**config.mk**
```make
export PLATFORM = sky130hd
export DESIGN_NAME = pc_sequencer
export DESIGN_NICKNAME = d
export VERILOG_FILES = /design/src/rtl/pc_seq_pkg.sv /design/src/rtl/pc_seq_timer.sv /design/src/rtl/pc_sequencer.sv
export SDC_FILE = /design/constraint.sdc
export NUM_CORES = 1
export LEC_CHECK = 0
export CAP_MARGIN = 20
export CORE_MARGIN = 4
export CORE_UTILIZATION = 34
export DETAILED_ROUTE_END_ITERATION = 16
export GPL_TIMING_DRIVEN = 0
export PLACE_DENSITY_LB_ADDON = 0.12
export SYNTH_ARGS = -nofsm -noshare
export SYNTH_HDL_FRONTEND = slang
export SYNTH_SLANG_ARGS = --single-unit
```
**constraint.sdc**
```tcl
create_clock -name clk -period 1.7 [get_ports clk]
set_input_delay 0.17 -clock clk [delete_from_list [all_inputs] [get_ports clk]]
set_output_delay 0.17 -clock clk [all_outputs]
set_load 0.005 [all_outputs]
```
**src/rtl/pc_seq_pkg.sv**
```systemverilog
// Shared types and default vectors for the PC sequencer and its timeout timer.
package pc_seq_pkg;

  typedef enum logic [1:0] {
    StBoot    = 2'd0,
    StRun     = 2'd1,
    StWaitCop = 2'd2,
    StTrap    = 2'd3
  } pc_state_e;

  localparam logic [31:0] DefResetVec = 32'h0000_0000;
  localparam logic [31:0] DefTrapVec  = 32'h0000_0100;

endpackage

```
**src/rtl/pc_seq_timer.sv**
```systemverilog
// Coprocessor wait counter: cleared on issue, counts while enabled and flags the last
// allowed cycle (count == Limit-1).
module pc_seq_timer #(
  parameter int unsigned Limit = 1024
) (
  input  logic clk,
  input  logic rst,
  input  logic clear,
  input  logic enable,
  output logic expired
);

  localparam int unsigned CntW = (Limit > 1) ? $clog2(Limit) : 1;
  localparam logic [CntW-1:0] LastCnt = CntW'(Limit - 1);

  logic [CntW-1:0] cnt_q, cnt_d;

  assign expired = (cnt_q == LastCnt);

  always_comb begin
    cnt_d = cnt_q;
    if (clear) begin
      cnt_d = '0;
    end else if (enable && !expired) begin
      cnt_d = cnt_q + 1'b1;
    end
  end

  always_ff @(posedge clk) begin
    if (rst) begin
      cnt_q <= '0;
    end else begin
      cnt_q <= cnt_d;
    end
  end

endmodule

```
**src/rtl/pc_sequencer.sv**
```systemverilog
// Next-PC decision FSM (BOOT/RUN/WAIT_COP/TRAP). Define PC_SEQ_TRAP_EN to trap on
// misaligned redirect targets; otherwise target bits [1:0] are cleared.
module pc_sequencer
  import pc_seq_pkg::*;
#(
  parameter logic [31:0] RESET_VEC   = DefResetVec,
  parameter logic [31:0] TRAP_VEC    = DefTrapVec,
  parameter int unsigned COP_TIMEOUT = 1024
) (
  input  logic        clk,
  input  logic        rst,
  input  logic [31:0] pc_cur,
  input  logic        imem_ready,
  input  logic        hazard_stall,
  input  logic        br_taken,
  input  logic [31:0] br_target,
  input  logic        jal_valid,
  input  logic [31:0] jal_target,
  input  logic        cop_issue,
  input  logic        cop_done,
  output logic [31:0] pc_next,
  output logic        pc_write_en,
  output logic        flush,
  output logic        cop_timeout,
  output logic [1:0]  state
);

  pc_state_e   state_q, state_d;
  logic        tmr_clear, tmr_enable, tmr_expired;
  logic        redirect, trap_hit, stall;
  logic [31:0] redir_target, target_eff, pc_seq;

  assign pc_seq       = pc_cur + 32'd4;
  assign redirect     = jal_valid | br_taken;
  assign redir_target = jal_valid ? jal_target : br_target;
  assign stall        = hazard_stall | ~imem_ready;
  assign tmr_enable   = (state_q == StWaitCop);

`ifdef PC_SEQ_TRAP_EN
  assign trap_hit   = redirect && (redir_target[1:0] != 2'b00);
  assign target_eff = redir_target;
`else
  assign trap_hit   = 1'b0;
  assign target_eff = redir_target & ~32'h3;
`endif

  always_comb begin
    state_d     = state_q;
    pc_next     = pc_cur;
    pc_write_en = 1'b0;
    flush       = 1'b0;
    cop_timeout = 1'b0;
    tmr_clear   = 1'b0;
    unique case (state_q)
      StBoot: begin
        pc_next     = RESET_VEC;
        pc_write_en = 1'b1;
        flush       = 1'b1;
        state_d     = StRun;
      end
      StRun: begin
        if (trap_hit) begin
          state_d = StTrap;
        end else if (redirect) begin
          pc_next     = target_eff;
          pc_write_en = 1'b1;
          flush       = 1'b1;
        end else if (cop_issue) begin
          pc_next     = pc_seq;
          pc_write_en = 1'b1;
          tmr_clear   = 1'b1;
          state_d     = StWaitCop;
        end else if (!stall) begin
          pc_next     = pc_seq;
          pc_write_en = 1'b1;
        end
      end
      StWaitCop: begin
        // A completion on the last allowed cycle wins over the timeout.
        if (cop_done) begin
          state_d = StRun;
        end else if (tmr_expired) begin
          cop_timeout = 1'b1;
          state_d     = StRun;
        end
      end
      StTrap: begin
        pc_next     = TRAP_VEC;
        pc_write_en = 1'b1;
        flush       = 1'b1;
        state_d     = StRun;
      end
      default: state_d = StBoot;
    endcase
    if (rst) begin
      state_d     = StBoot;
      pc_next     = RESET_VEC;
      pc_write_en = 1'b0;
      flush       = 1'b0;
      cop_timeout = 1'b0;
      tmr_clear   = 1'b1;
    end
  end

  always_ff @(posedge clk) begin
    if (rst) begin
      state_q <= StBoot;
    end else begin
      state_q <= state_d;
    end
  end

  assign state = rst ? StBoot : state_q;

  pc_seq_timer #(
    .Limit(COP_TIMEOUT)
  ) u_timer (
    .clk    (clk),
    .rst    (rst),
    .clear  (tmr_clear),
    .enable (tmr_enable),
    .expired(tmr_expired)
  );

endmodule

```
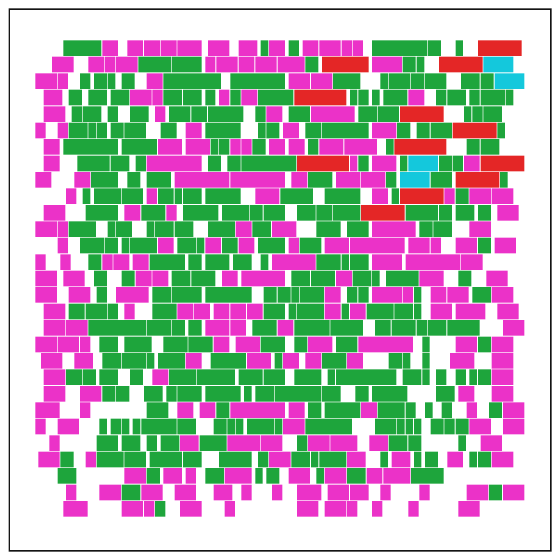
(run_1/class_map.png)
legend:
  remaining logic cells:
    colour: green
    cells: 308
    share_of_their_area: 53%
  clock drivers and dummy loads:
    colour: cyan
    cells: 4
    share_of_their_area: 1.1%
  sequential cells:
    colour: red
    cells: 12
    share_of_their_area: 5.0%
  remaining buffers and delay cells:
    colour: magenta
    cells: 223
    share_of_their_area: 41%
Core Region: 0.00639 sq mm
Core Rows: 29
Seq/total area: 4.92%
final core occ: 80.4%

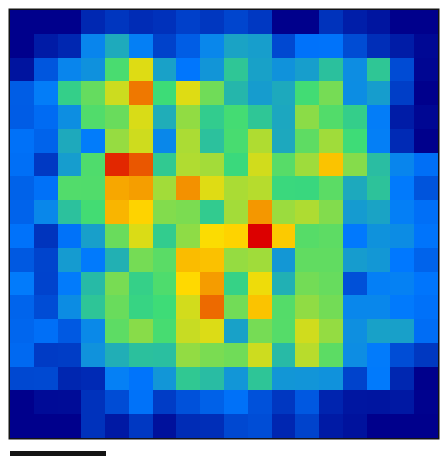
(run_1/route_heat.png)
Bar = 20 microns. The die is cut into 18 by 18 equal tiles; dark blue is low, red is high, scaled to the fullest tile. Values are wire area over tile area, all layers added.
nearly empty tiles: 6.8%
mean over tiles: 0.35
fullest tile: 0.97

==> flow_summary.ini, run 1 <==
; implementation run metrics
[grt]
global_route.usage.met3_pct = 6.64
grt_most_used_layer = met2
grt_max_degree = 11
grt_pass1_vias = 3906
antenna_found_initial = 0
grt_pass1_wl_mm = 20.6
gr-usage-met2_pct = 55.1
grt-ovfl-total = 0

[yosys]
yosys.area_share.adder_pct = 2.23
mux_share_pct = 0.446
syn-instance-count = 347
ys_top_cells_by_area = dfxtp_1 (11%), nor2_1 (7.7%), o22ai_1 (5.0%)
synthArstFlopShare_pct = 0
top_logic_kind = AND-OR/OR-AND gates
yosys_warnings = 0
yosys.area.top_type = dfxtp_1
synthTopCellsByCount = nor2_1 (46), a21oi_1 (21), nand2_1 (21)
floorplan.nets = 455
post-synth-top-count-cell = nor2_1
ys_seq_share_pct = 10.7
synthSimpleGateAreaFrac_pct = 36.0
enable_flop_cells = 0
ys_chip_area_sq_mm = 0.00225
ys.flops = 12
synthAoiAreaFrac_pct = 41.3
synth-main-ff-cell = dfxtp_1

[pwr]
cellPowerDensity_mw_per_mm2 = 385
power_leader = combinational cells
p_int_mw = 1.18
leakage_nw = 2.06
switchingPower_mw = 0.794
pwr-share-seq_pct = 15.1
swShare_pct = 40.2
seq_power_mw = 0.298
totalPowerFinal_mw = 1.98
pwr-share-comb_pct = 68.5
pwr-share-clk_pct = 16.4
powerClk_mw = 0.324

[setup_path]
path_depth = 7
cpPeakStageDelay_ps = 390
critPathLaunchType = flop
path_cells = inv_4 -> ha_4 -> o21ba_4 -> clkbuf_16 -> a211oi_1 -> a311oi_1 -> buf_2
critical_path.top_delay_family = AND-OR/OR-AND gates
arrival_ps = 1940
r2r.worst_path.cells = 6
endpoint_kind = output pin
r2r_start = u_timer.cnt_q[0]
critPathRequiredTime_ps = 1530
worst-setup-path-type = flop to output pin
critPathBufInv = 3
reg2reg_to = state_q[1]
slowest_stage = dfxtp_4
r2r_setup_slack_ps = 20

[layout]
final_cells = 624
nNetsFinal = 656
buffer_area_share_pct = 40.3
drive_gt1_share_pct = 49.0
diodes = 0
area_growth_pct = 129
largest_cell_class = multi-input combinational cells
comb_share_pct = 50.3
layout.cells.most_common = clkdlybuf4s50_1
lay_top_cells = clkdlybuf4s50_1 (68), buf_4 (54), nor2_1 (37)
logic_gates = 296
fill_cells = 409
reg_top3 = u_timer.cnt_q (10), state_q (2)
final-comb-area_sq_mm = 0.00258
final_area_sq_mm = 0.00513
largest_reg_flops = 10
regMostFlops = u_timer.cnt_q
clock_buffers = 4
clock_cell_area_share_pct = 1.07
flops = 12

[placed_design]
dp_cells = 557
hpwl_mm = 8.92
port_buffers = 133
place_congestion = 1.00
pre_cts_ws_ps = -1260

[route]
routed-wl-met3_mm = 1.92
route.detailed.drc = 0
route.met2.wl_mm = 7.19
drt_iter0_markers = 514
m1WireLength_mm = 5.38
first_pass_iters = 8
dr.max_layer_used = met4
via_per_inst = 6.78
postRouteAntennaNets = 0

[floorplan]
fp_util_pct = 35.2
ios = 141
fp.dieW_microns = 89.3
tap_cells = 77

[clocking]
cts.htree.levels = 1
numCtsBuffers = 3
cts_resized = 360
clock-root-buffer = clkbuf_8
hold_buffers = 0
cts_setup_buffers = 43
insertion_delay_ps = 250
cts_tree = done
clock_sinks = 12
clk_pin_slew_ps = 60

[sta]
finalCritPeriodShare_pct = 124
maxSlewViolCount = 0
fmax_mhz = 474
setup_slack_ps = -408
setup-violations-final = 35
period_needed_ps = 2110
slew_headroom_pct = 57.7
clock-skew-final_ps = 3.01
fin_tns_setup_ps = -8540
rsz0062_at_grt = yes
finalHoldViolations = 0

[worst_hold_path]
hp-class = input pin to flop
holdPathEnd = state_q[1]
min_path_cells = 3
hp-start = cop_issue

[run_status]
status = finished, violations left
violations = setup timing

[run]
warnings = 34
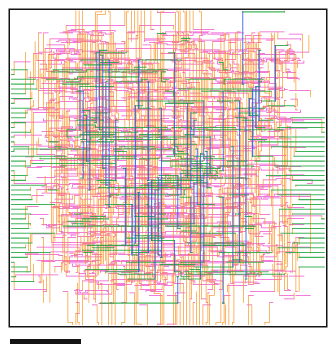
(run_1/layers.png)
Bar = 20 microns.
legend:
  M3:
    colour: green
    wire_length: 1,920 microns
  M2:
    colour: orange
    wire_length: 7,190 microns
  M4:
    colour: blue
    wire_length: 1,020 microns
  M1:
    colour: magenta
    wire_length: 5,380 microns
total track usage: 33.2%
WL final: 15.5 mm
total number of vias: 4,230
routed len/inst: 24.8 microns

==> run_1/congestion_map.png <==
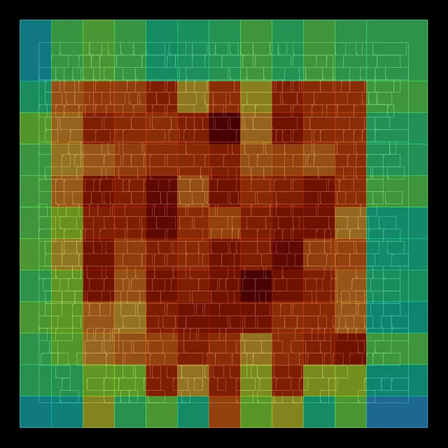

==> run 1 -> run 2 <==
Settings changed: SKIP_LAST_GASP from default to 1.
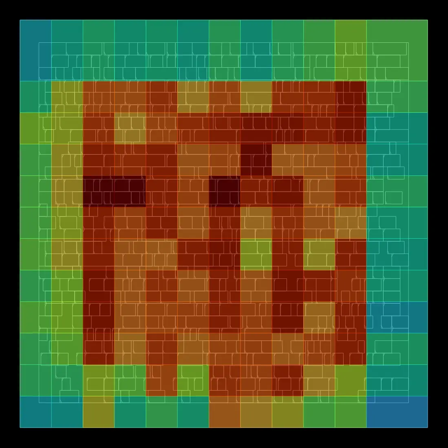
(run_2/congestion_map.png)
routed len/inst: 23.5 microns
met2 global-route usage: 55.3%

==> run 2 against run 1 <==
  * The flow still finishes with violations (setup timing)
  * Clock-buffer cell count stayed put
  * Wire length is 5.7% lower
  * Worst setup slack worse by 15 ps
  * Non-clock buffer count is 3 lower
  * Critical path depth stayed put
  * Via count is 0.73% lower
  * Utilization is 1.8 points lower
  * Highest routed layer unchanged
  * Synthesized cell count stayed put
  * Fmax is 0.69% lower
==> flow_summary.ini, run 2 <==
; implementation run metrics
[run_status]
status = finished, violations left
violations = setup timing

[yosys]
synthTopCellsByCount = nor2_1 (46), a21oi_1 (21), nand2_1 (21)
ys.flops = 12
ys_chip_area_sq_mm = 0.00225
synthAoiAreaFrac_pct = 41.3
ys_top_cells_by_area = dfxtp_1 (11%), nor2_1 (7.7%), o22ai_1 (5.0%)
syn-instance-count = 347
yosys.area_share.adder_pct = 2.23
enable_flop_cells = 0
synthArstFlopShare_pct = 0
yosys_warnings = 0
post-synth-top-count-cell = nor2_1
mux_share_pct = 0.446
floorplan.nets = 455
yosys.area.top_type = dfxtp_1
top_logic_kind = AND-OR/OR-AND gates
synthSimpleGateAreaFrac_pct = 36.0
synth-main-ff-cell = dfxtp_1

[pwr]
power_leader = combinational cells
pwr-share-comb_pct = 67.5
peakVddDrop_mv = 0.956
seq_power_mw = 0.297
pwr-share-clk_pct = 17.0
swShare_pct = 39.2
switchingPower_mw = 0.752
pwr-share-seq_pct = 15.5
cellPowerDensity_mw_per_mm2 = 382
leakage_nw = 2.00
totalPowerFinal_mw = 1.92
powerClk_mw = 0.326

[clocking]
cts.htree.levels = 1
cts_resized = 353
cts_tree = done
numCtsBuffers = 3
clk_pin_slew_ps = 60
cts_setup_buffers = 43
clock_sinks = 12
insertion_delay_ps = 250
hold_buffers = 0
clock-root-buffer = clkbuf_8

[setup_path]
endpoint_kind = output pin
r2r_setup_slack_ps = -10
worst-setup-path-type = flop to output pin
reg2reg_to = state_q[1]
path_cells = inv_4 -> ha_4 -> o21ba_4 -> clkbuf_16 -> a211oi_1 -> a311oi_1 -> buf_2
critPathBufInv = 3
arrival_ps = 1950
critical_path.top_delay_family = AND-OR/OR-AND gates
path_depth = 7
r2r.worst_path.cells = 6
slowest_stage = a311oi_1
cpPeakStageDelay_ps = 390
r2r_start = u_timer.cnt_q[0]
critPathLaunchType = flop

[layout]
logic_gates = 296
final_area_sq_mm = 0.00502
diodes = 0
area_growth_pct = 123
largest_reg_flops = 10
lay_top_cells = clkdlybuf4s50_1 (69), buf_4 (54), nor2_1 (39)
clock_buffers = 4
fill_cells = 431
regMostFlops = u_timer.cnt_q
flops = 12
reg_top3 = u_timer.cnt_q (10), state_q (2)
buffer_area_share_pct = 40.0
largest_cell_class = multi-input combinational cells
final_cells = 621
finalCoreUtilization_pct = 78.6
inv_count = 12
final-comb-area_sq_mm = 0.00253
drive_gt1_share_pct = 46.7
nNetsFinal = 653
layout.cells.most_common = clkdlybuf4s50_1
clock_cell_area_share_pct = 1.10

[grt]
grt_pass1_wl_mm = 20.7
grt_most_used_layer = met2
grt-ovfl-total = 0
global_route.usage.met3_pct = 6.18
grt_max_degree = 11
antenna_found_initial = 0
grt_util_all_layers_pct = 33.1

[floorplan]
fp_util_pct = 35.2
core-area_sq_mm = 0.00639
ios = 141
fp.dieW_microns = 89.3
tap_cells = 77
rows = 29

[sta]
maxSlewViolCount = 0
finalCritPeriodShare_pct = 125
clock-skew-final_ps = 2.52
period_needed_ps = 2120
rsz0062_at_grt = yes
setup-violations-final = 35
setup_slack_ps = -423
slew_headroom_pct = 58.5
fin_tns_setup_ps = -7730
finalHoldViolations = 0
fmax_mhz = 471

[route]
route.detailed.drc = 0
vias = 4199
m1WireLength_mm = 5.19
route.met2.wl_mm = 6.79
routed-wl-met3_mm = 1.74
postRouteAntennaNets = 0
first_pass_iters = 6
drt_iter0_markers = 543
via_per_inst = 6.76
drt_wl_total_mm = 14.6
dr.max_layer_used = met4

[worst_hold_path]
hp-class = input pin to flop
min_path_cells = 3
holdPathEnd = state_q[1]
hp-start = cop_issue

[placed_design]
place_congestion = 1.00
dp_cells = 557
pre_cts_ws_ps = -1260
hpwl_mm = 8.92

[run]
warnings = 34
==> run_2/layers.png <==
Bar = 20 microns.
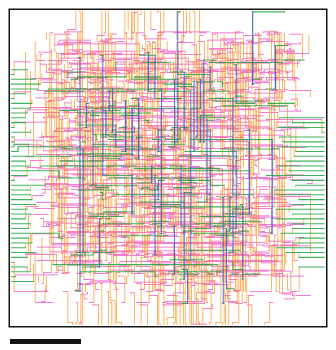

==> run 2 -> run 3 <==
Settings changed: CORE_UTILIZATION 34 to 38, REMOVE_ABC_BUFFERS from default to 1.
Clock period 1.7 ns to 2.17 ns, I/O delays scaled along.
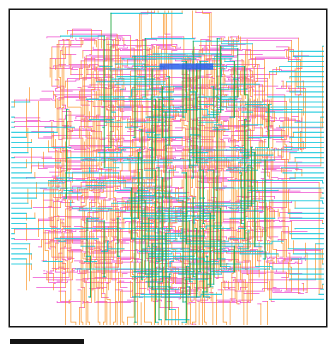
(run_3/layers.png)
Bar = 20 microns.
legend:
  M1:
    colour: magenta
    wire_length: 4,970 microns
  M2:
    colour: orange
    wire_length: 6,450 microns
  M5:
    colour: blue
    wire_length: 12.9 microns
  M4:
    colour: green
    wire_length: 1,290 microns
  M3:
    colour: cyan
    wire_length: 2,250 microns

==> run 3 against run 2 <==
  * The run still ends with setup timing left
  * Register-to-register slack improved by 210 ps
  * Non-clock buffer count is 13 lower
  * Flip-flop count unchanged
  * Synthesized cell count is the same
  * Utilization up 3.5 points
  * Clock power decreased by 16%
  * Global-route usage up 2.0 points
  * Via count increased by 2.0%
  * Total power fell by 29%
  * Combinational power decreased by 33%
  * Sequential power fell by 22%
==> flow_summary.ini, run 3 <==
; implementation run metrics
[sta]
slew_headroom_pct = 48.1
clock-skew-final_ps = 3.44
rsz0062_at_grt = yes
fin_tns_setup_ps = -339
setup_slack_ps = -67.4
setup-violations-final = 12
fmax_mhz = 447
finalHoldViolations = 0
finalCritPeriodShare_pct = 103

[run_status]
status = finished, violations left
violations = setup timing

[run]
warnings = 32

[clocking]
clock_sinks = 12
numCtsBuffers = 3
clock-root-buffer = clkbuf_8
clk_pin_slew_ps = 70
insertion_delay_ps = 260
cts_resized = 193
cts_setup_buffers = 54
cts.htree.levels = 1
hold_buffers = 0

[setup_path]
path_cells = inv_4 -> ha_4 -> buf_4 -> buf_4 -> nor3b_4 -> a211oi_1 -> a311oi_1 -> clkbuf_2
critPathLaunchType = flop
slowest_stage = dfxtp_4
critPathRequiredTime_ps = 1950
r2r_setup_slack_ps = 200
worst-setup-path-type = flop to output pin

[floorplan]
tap_cells = 72
fp_util_pct = 40.0
core-area_sq_mm = 0.00561
ios = 141
rows = 27
fp.dieW_microns = 84.9

[layout]
final-comb-area_sq_mm = 0.00230
clock_cell_area_share_pct = 1.20
final_area_sq_mm = 0.00460
buffer_area_share_pct = 39.8
seq_area_share_pct = 5.39
comb_share_pct = 50.1
finalCoreUtilization_pct = 82.0
nNetsFinal = 641
inv_count = 12
largest_reg_flops = 10
fill_cells = 344
logic_gates = 297
final_cells = 604
diodes = 0
layout.cells.most_common = clkdlybuf4s50_1
lay_top_cells = clkdlybuf4s50_1 (75), buf_4 (60), nor2_1 (39)
area_growth_pct = 105

[yosys]
synthTopCellsByCount = nor2_1 (46), a21oi_1 (21), nand2_1 (21)
syn-instance-count = 347
ys_top_cells_by_area = dfxtp_1 (11%), nor2_1 (7.7%), o22ai_1 (5.0%)
ys_seq_share_pct = 10.7
yosys.area_share.adder_pct = 2.23
yosys_warnings = 0
ys_chip_area_sq_mm = 0.00225
post-synth-top-count-cell = nor2_1
synth-main-ff-cell = dfxtp_1
yosys.area.top_type = dfxtp_1
ys.flops = 12

[placed_design]
dp_cells = 528
hpwl_mm = 7.39
port_buffers = 136

[grt]
gr-usage-met2_pct = 56.2
grt_most_used_layer = met2
antenna_found_initial = 1
grt_util_all_layers_pct = 35.1
grt_pass1_wl_mm = 20.6
grt_max_degree = 28

[pwr]
cellPowerDensity_mw_per_mm2 = 297
powerClk_mw = 0.273
peakVddDrop_mv = 0.412
swShare_pct = 40.2
seq_power_mw = 0.231
switchingPower_mw = 0.549
pwr-share-clk_pct = 20.0

[route]
dr.max_layer_used = met5
drt_iter0_markers = 645
via_per_inst = 7.09
route.detailed.drc = 0
postRouteAntennaNets = 0

[worst_hold_path]
hp-start = u_timer.cnt_q[1]
holdPathEnd = u_timer.cnt_q[1]
Power and IR drop assume default switching activity.
